**src/rtl/hack_exec_ctrl.sv**
```systemverilog
// Hack execute/control stage: decodes instr, drives the external ALU, owns A/D/PC and the data-memory write port.
// Latency: 3 cycles per instruction (IDLE accept -> EXEC -> WB); one instruction per 3 cycles.
// Backpressure: instr_ready only in IDLE; fetch holds instr. `define HACK_RETIRE_CNT_EN adds the retired counter.
module hack_exec_ctrl #(
    parameter int              PC_W     = 15,
    parameter logic [PC_W-1:0] RESET_PC = '0
) (
    input  logic            clk,
    input  logic            rst_n,
    input  logic            instr_valid,
    input  logic [15:0]     instr,
    output logic            instr_ready,
    input  logic [15:0]     in_m,
    output logic [5:0]      alu_c,
    output logic [15:0]     alu_x,
    output logic [15:0]     alu_y,
    input  logic [15:0]     alu_out,
    input  logic            alu_zr,
    input  logic            alu_ng,
    output logic [15:0]     out_m,
    output logic            write_m,
    output logic [14:0]     address_m,
    output logic [PC_W-1:0] pc
`ifdef HACK_RETIRE_CNT_EN
    ,
    output logic [31:0]     retired
`endif
);

    typedef enum logic [1:0] {
        IDLE = 2'd0,
        EXEC = 2'd1,
        WB   = 2'd2
    } state_t;

    localparam logic [PC_W-1:0] PC_INC = 1;

    state_t          state, state_nxt;
    logic [15:0]     ir;
    logic [15:0]     a_reg;
    logic [15:0]     d_reg;
    logic [15:0]     result_reg;
    logic [15:0]     out_m_reg;
    logic            zr_reg;
    logic            ng_reg;
    logic [PC_W-1:0] pc_reg;
    logic            is_c;
    logic            accept;
    logic            jump;

    assign is_c   = ir[15];
    assign accept = instr_valid && instr_ready;
    assign jump   = (ir[2] && ng_reg) || (ir[1] && zr_reg) || (ir[0] && !ng_reg && !zr_reg);

    assign alu_x     = d_reg;
    assign alu_y     = (is_c && ir[12]) ? in_m : a_reg;
    assign out_m     = out_m_reg;
    assign address_m = a_reg[14:0];
    assign pc        = pc_reg;

    always_ff @(posedge clk or negedge rst_n) begin
        if (!rst_n) begin
            state <= IDLE;
        end else begin
            state <= state_nxt;
        end
    end

    always_comb begin
        state_nxt   = state;
        instr_ready = 1'b0;
        alu_c       = 6'd0;
        write_m     = 1'b0;
        case (state)
            IDLE: begin
                // Held low while reset is asserted so fetch never sees a phantom accept.
                instr_ready = rst_n;
                if (accept) begin
                    state_nxt = EXEC;
                end
            end
            EXEC: begin
                if (is_c) begin
                    alu_c = ir[11:6];
                end
                state_nxt = WB;
            end
            WB: begin
                write_m   = is_c && ir[3];
                state_nxt = IDLE;
            end
            default: begin
                state_nxt = IDLE;
            end
        endcase
    end

    always_ff @(posedge clk or negedge rst_n) begin
        if (!rst_n) begin
            ir         <= 16'd0;
            a_reg      <= 16'd0;
            d_reg      <= 16'd0;
            result_reg <= 16'd0;
            out_m_reg  <= 16'd0;
            zr_reg     <= 1'b0;
            ng_reg     <= 1'b0;
            pc_reg     <= RESET_PC;
        end else begin
            case (state)
                IDLE: begin
                    if (accept) begin
                        ir <= instr;
                    end
                end
                EXEC: begin
                    result_reg <= alu_out;
                    zr_reg     <= alu_zr;
                    ng_reg     <= alu_ng;
                    // out_m is staged here so it already carries the result during the WB strobe.
                    if (is_c && ir[3]) begin
                        out_m_reg <= alu_out;
                    end
                end
                WB: begin
                    if (!is_c) begin
                        a_reg  <= {1'b0, ir[14:0]};
                        pc_reg <= pc_reg + PC_INC;
                    end else begin
                        if (ir[5]) begin
                            a_reg <= result_reg;
                        end
                        if (ir[4]) begin
                            d_reg <= result_reg;
                        end
                        // Jump target is the A value from before this instruction's d1 write.
                        pc_reg <= jump ? a_reg[PC_W-1:0] : pc_reg + PC_INC;
                    end
                end
                default: begin
                end
            endcase
        end
    end

`ifdef HACK_RETIRE_CNT_EN
    always_ff @(posedge clk or negedge rst_n) begin
        if (!rst_n) begin
            retired <= 32'd0;
        end else if (state == WB) begin
            retired <= retired + 32'd1;
        end
    end
`endif

endmodule
```
**config.mk**
```make
export PLATFORM = sky130hd
export DESIGN_NAME = hack_exec_ctrl
export DESIGN_NICKNAME = d
export VERILOG_FILES = /design/src/rtl/hack_exec_ctrl.sv
export SDC_FILE = /design/constraint.sdc
export NUM_CORES = 1
export LEC_CHECK = 0
export ABC_CLOCK_PERIOD_IN_PS = 2200
export CAP_MARGIN = 20
export CORE_UTILIZATION = 25
export CTS_CLUSTER_DIAMETER = 150
export DETAILED_ROUTE_END_ITERATION = 10
export PLACE_DENSITY = 0.6
export SYNTH_ARGS = -nofsm -noshare
export SYNTH_HDL_FRONTEND = slang
export SYNTH_SLANG_ARGS = --single-unit
```
**constraint.sdc**
```tcl
create_clock -name clk -period 2.2 [get_ports clk]
set_input_delay 0.44 -clock clk [delete_from_list [all_inputs] [get_ports clk]]
set_output_delay 0.44 -clock clk [all_outputs]
set_load 0.02 [all_outputs]
```
==> images/cell_classes.png <==
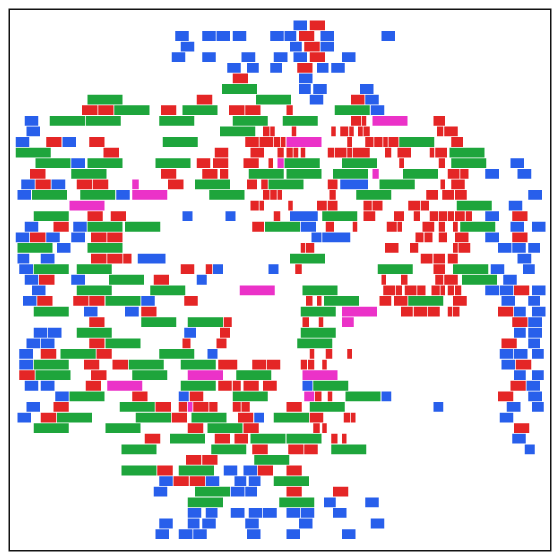
- flip-flops: green (cells 99; share of their area 40%)
- other buffers and delay cells: blue (cells 155; share of their area 25%)
- clock drivers and dummy loads: magenta (cells 15; share of their area 4.2%)
- all other logic: red (cells 240; share of their area 31%)
core area: 18100 um2
final instance area: 6500 um2
Seq/total area: 38.1%

==> images/clock_map.png <==
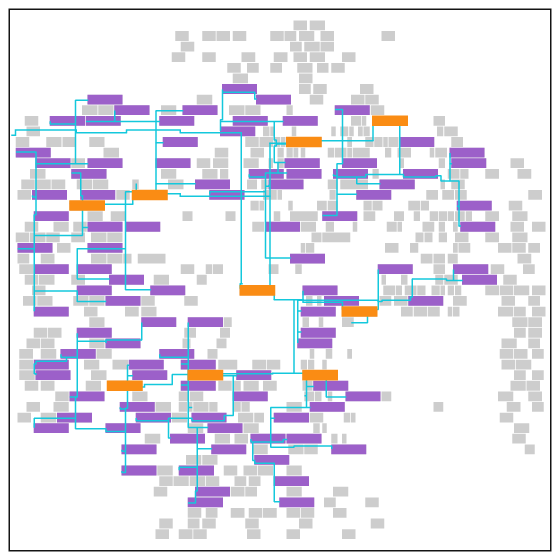
- cells driving clock nets: orange (count 9)
- flip-flops: purple (count 99)
- clock wires: cyan (length 1270 um)
- routed clock nets: 10

==> images/final_clocks.png <==
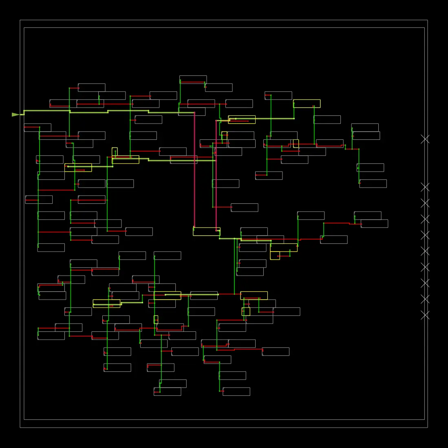
Clock buffer cells: 10
Fin Clk Skew: 8.54 ps
Late-Pin Clk Latency: 340 ps
Clock group: 0.00143 W
cts bufs inserted: 9

==> results.toml <==
# implementation run metrics
[synth]
ys_chip_area_um2 = 4660
ys_warn_count = 0
avgSynthCellArea_um2 = 12.3
synthMuxAreaShare_pct = 24.5
fp_nets = 432
synthXorXnorAreaFrac_pct = 0
synth.cellmix.compoundShare_pct = 7.89
syn_inst = 378
synth_cell_types = 38
synth_stat.cells = 378
ys_sh_adder_pct = 0.268
ys_sh_simple_pct = 8.48

[layout]
fin_nets = 559
diodes = 0
syn2layout_area_growth_pct = 39.4
lay_top_cells = "113 x clkdlybuf4s50_1, 99 x dfrtp_1, 80 x mux2_2, 24 x mux2i_1, 24 x dlygate4sd2_1"
layout.area.comb_um2 = 1930
drive_above_1_share_pct = 24.2
lay_top_count = "clkdlybuf4s50_1"
layoutNonFillerInstCount = 738
fillers = 1809

[floorplanning]
die_h_um = 139
row_count = 49
die_w_um = 139
die_area_um2 = 19200

[clock_tree]
h-tree-depth = 3
cts_sinks = 99
clk_path_buf_depth = 2
root_buffer = "clkbuf_16"
cts_tree = "done"

[sta]
finalCriticalPeriod_ps = 2130
worst_slack_ps = 69.0
fin_crit_sh_pct = 96.9
timing.fmax_ghz = 0.469
worst_pin_slew_ps = 667
setup_viol = 0
final-hold-violation-count = 0
slew_violations = 0
timing.setup.tns_ps = 0
rsz0062_at_grt = "false"
relSlewSlack_pct = 55.6

[routing]
drtIter0Drc = 221
routed_wl_um = 12800
drc = 10
drt.antenna.violating_nets = 0

[job]
warnings = 26

[power]
p_leak_nw = 2.76
ir_drop_mv = 0.639

[setup_path]
cp_top_family = "buffers and inverters"
start_kind = "flop"
path_cells = "nand2_2 > buf_4 > mux2_2 > dlygate4sd2_1"
cp.required_ps = 1760
worst-path-max-fanout = 5
cp.arrival_ps = 1690
path_buffers = 2
crit_path_max_incr_delay_ps = 420
timing_worst_setup_path_type = "reg -> out"

[min_path]
hold_class = "in -> async"

[global_routing]
grt_usage_pct = 14.0
grt_start_max_net_pins = 51
grt_antenna_before_repair = 0
grt_pass1_vias = 3618
overflow = 0

[place]
port_buffers = 138
gp_congestion = 0.746
place_inst = 723
detailed_place_hpwl_um = 9520
pre_cts_slack_ps = 98.2

[status]
violations = "DRC"
status = "finished, violations left"
==> images/drive_strength.png <==
Scale bar: 50 um.
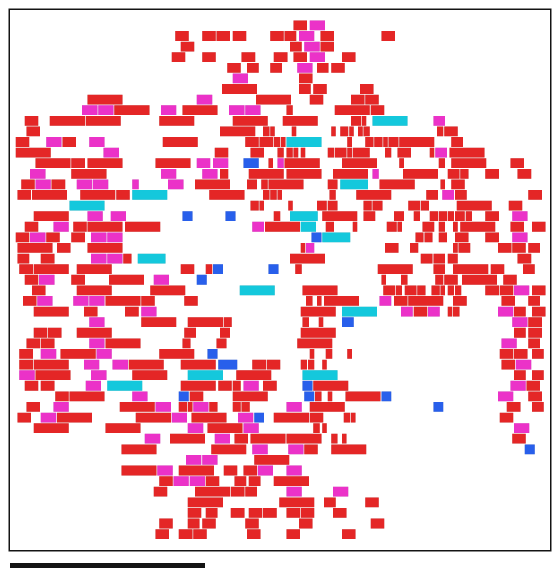
- drive 1 or less: red (cells 386)
- drive 6 and up: cyan (cells 14)
- drive 2: magenta (cells 92)
- drive 3 to 4: blue (cells 17)

==> images/registers.png <==
Scale bar: 50 um. Other sequential cells in the stronger gray, the rest of the logic in the fainter gray.
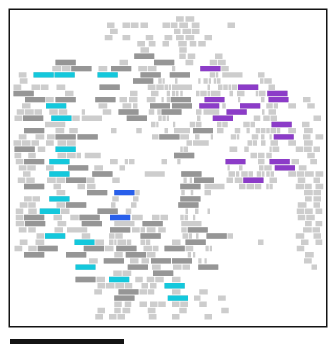
- alu_x: cyan (placed flops 16)
- state: blue (placed flops 2)
- pc: purple (placed flops 15)
- not colored: 66
utilization after layout: 35.8%
register area: 2480 um2
Seq power: 0.00317 W

## area by class of cell
type,count,area share [%]
flip-flops and latches,99,38.1
multi-input cells,235,29.7
repair buffers,155,23.5
well taps,229,4.41
clock buffers,10,3.52
clock inverters,5,0.481
inverters,5,0.289
## worst register-to-register path, delay by kind of cell, from the launching register on
kind          cells  cell delay, ps
simple gates      2             650
mux               1             430
buf+inv           1             290
flops             1             430
## metal layers
layer | wire (um) | global-route usage, % | up-vias | share of wire [%]
li1 | - | - | 1595 | -
met1 | 5650 | 17.7 | 1709 | 44
met2 | 6130 | 23.1 | 128 | 48
met3 | 846 | 4.28 | 11 | 6.6
met4 | 180 | 3.84 | 0 | 1.4
met5 | 0 | 0 | - | 0
## cell usage after synthesis
cell | instances | area [um2]
and3_1 | 13 | 81.3
and2_1 | 2 | 12.5
buf_12 | 1 | 20.0
a211oi_1 | 5 | 37.5
buf_1 | 1 | 3.75
nor3b_1 | 1 | 7.51
o211ai_1 | 1 | 7.51
nor3_1 | 1 | 5.00
nor2b_1 | 1 | 6.26
nand2_1 | 14 | 52.6
nand3_2 | 1 | 10.0
buf_4 | 16 | 120
ha_1 | 1 | 12.5
buf_2 | 11 | 55.1
a2bb2oi_1 | 7 | 61.3
a21oi_2 | 6 | 52.6
nand4_1 | 6 | 37.5
dfrtp_1 | 99 | 2480
mux2_2 | 80 | 901
or3b_4 | 1 | 11.3
a21oi_1 | 18 | 90.1
clkbuf_1 | 8 | 30.0
o311ai_0 | 1 | 8.76
and2b_1 | 1 | 7.51
inv_1 | 5 | 18.8
nand3_1 | 11 | 55.1
nor2_1 | 18 | 67.6
a21o_1 | 1 | 7.51
a22oi_1 | 3 | 22.5
nand2b_1 | 1 | 6.26
o21a_1 | 1 | 7.51
o22ai_1 | 1 | 6.26
o21ai_0 | 6 | 30.0
a31oi_1 | 3 | 18.8
o22a_1 | 2 | 17.5
mux2i_1 | 24 | 240
buf_6 | 2 | 22.5
and4_1 | 4 | 35.0
## through the flow
stage	area, um2	hold slack, ps	utilization (%)
floorplan	4660	144	-
global placement	6260	490	34.5
detailed placement	6260	495	34.5
CTS	6500	292	35.8
global route	6500	326	35.8
finish	6500	268	35.8
## power by group
group | switching [W] | leakage [nW] | internal [W] | total [W]
registers | 0.000665 | 1.17 | 0.00251 | 0.00317
logic | 0.00182 | 1.46 | 0.00191 | 0.00373
clock network | 0.000669 | 0.128 | 0.000757 | 0.00143
## final timing paths
kind,startpoint,endpoint,slack [ps],cells past startpoint
setup / recovery,ir[12],alu_y[2],70,4
hold / removal,rst_n,ir[7],270,2
setup reg to reg,state[1],out_m[14],300,4
hold reg to reg,out_m[0],out_m[0],510,1
max in group asynchronous,rst_n,a_reg[2],840,3
min in group clk,out_m[0],out_m[0],510,1
## cell families (layout without fill, tap and decap cells)
group	count (synthesis)	after routing
simple gates	75	75
mux	104	104
flops	99	99
fa+ha+maj	1	1
compound gates	55	55
buf+inv	44	175
## what timing repair did
action | 4_1_cts | 5_1_grt
hold buffers | 0 | 0
endpoints found under the setup margin | 24 | 15
pin swaps | 0 | 0
resized | 26 | 1
Power figures rest on the tool's default switching activity, not on a simulated workload.
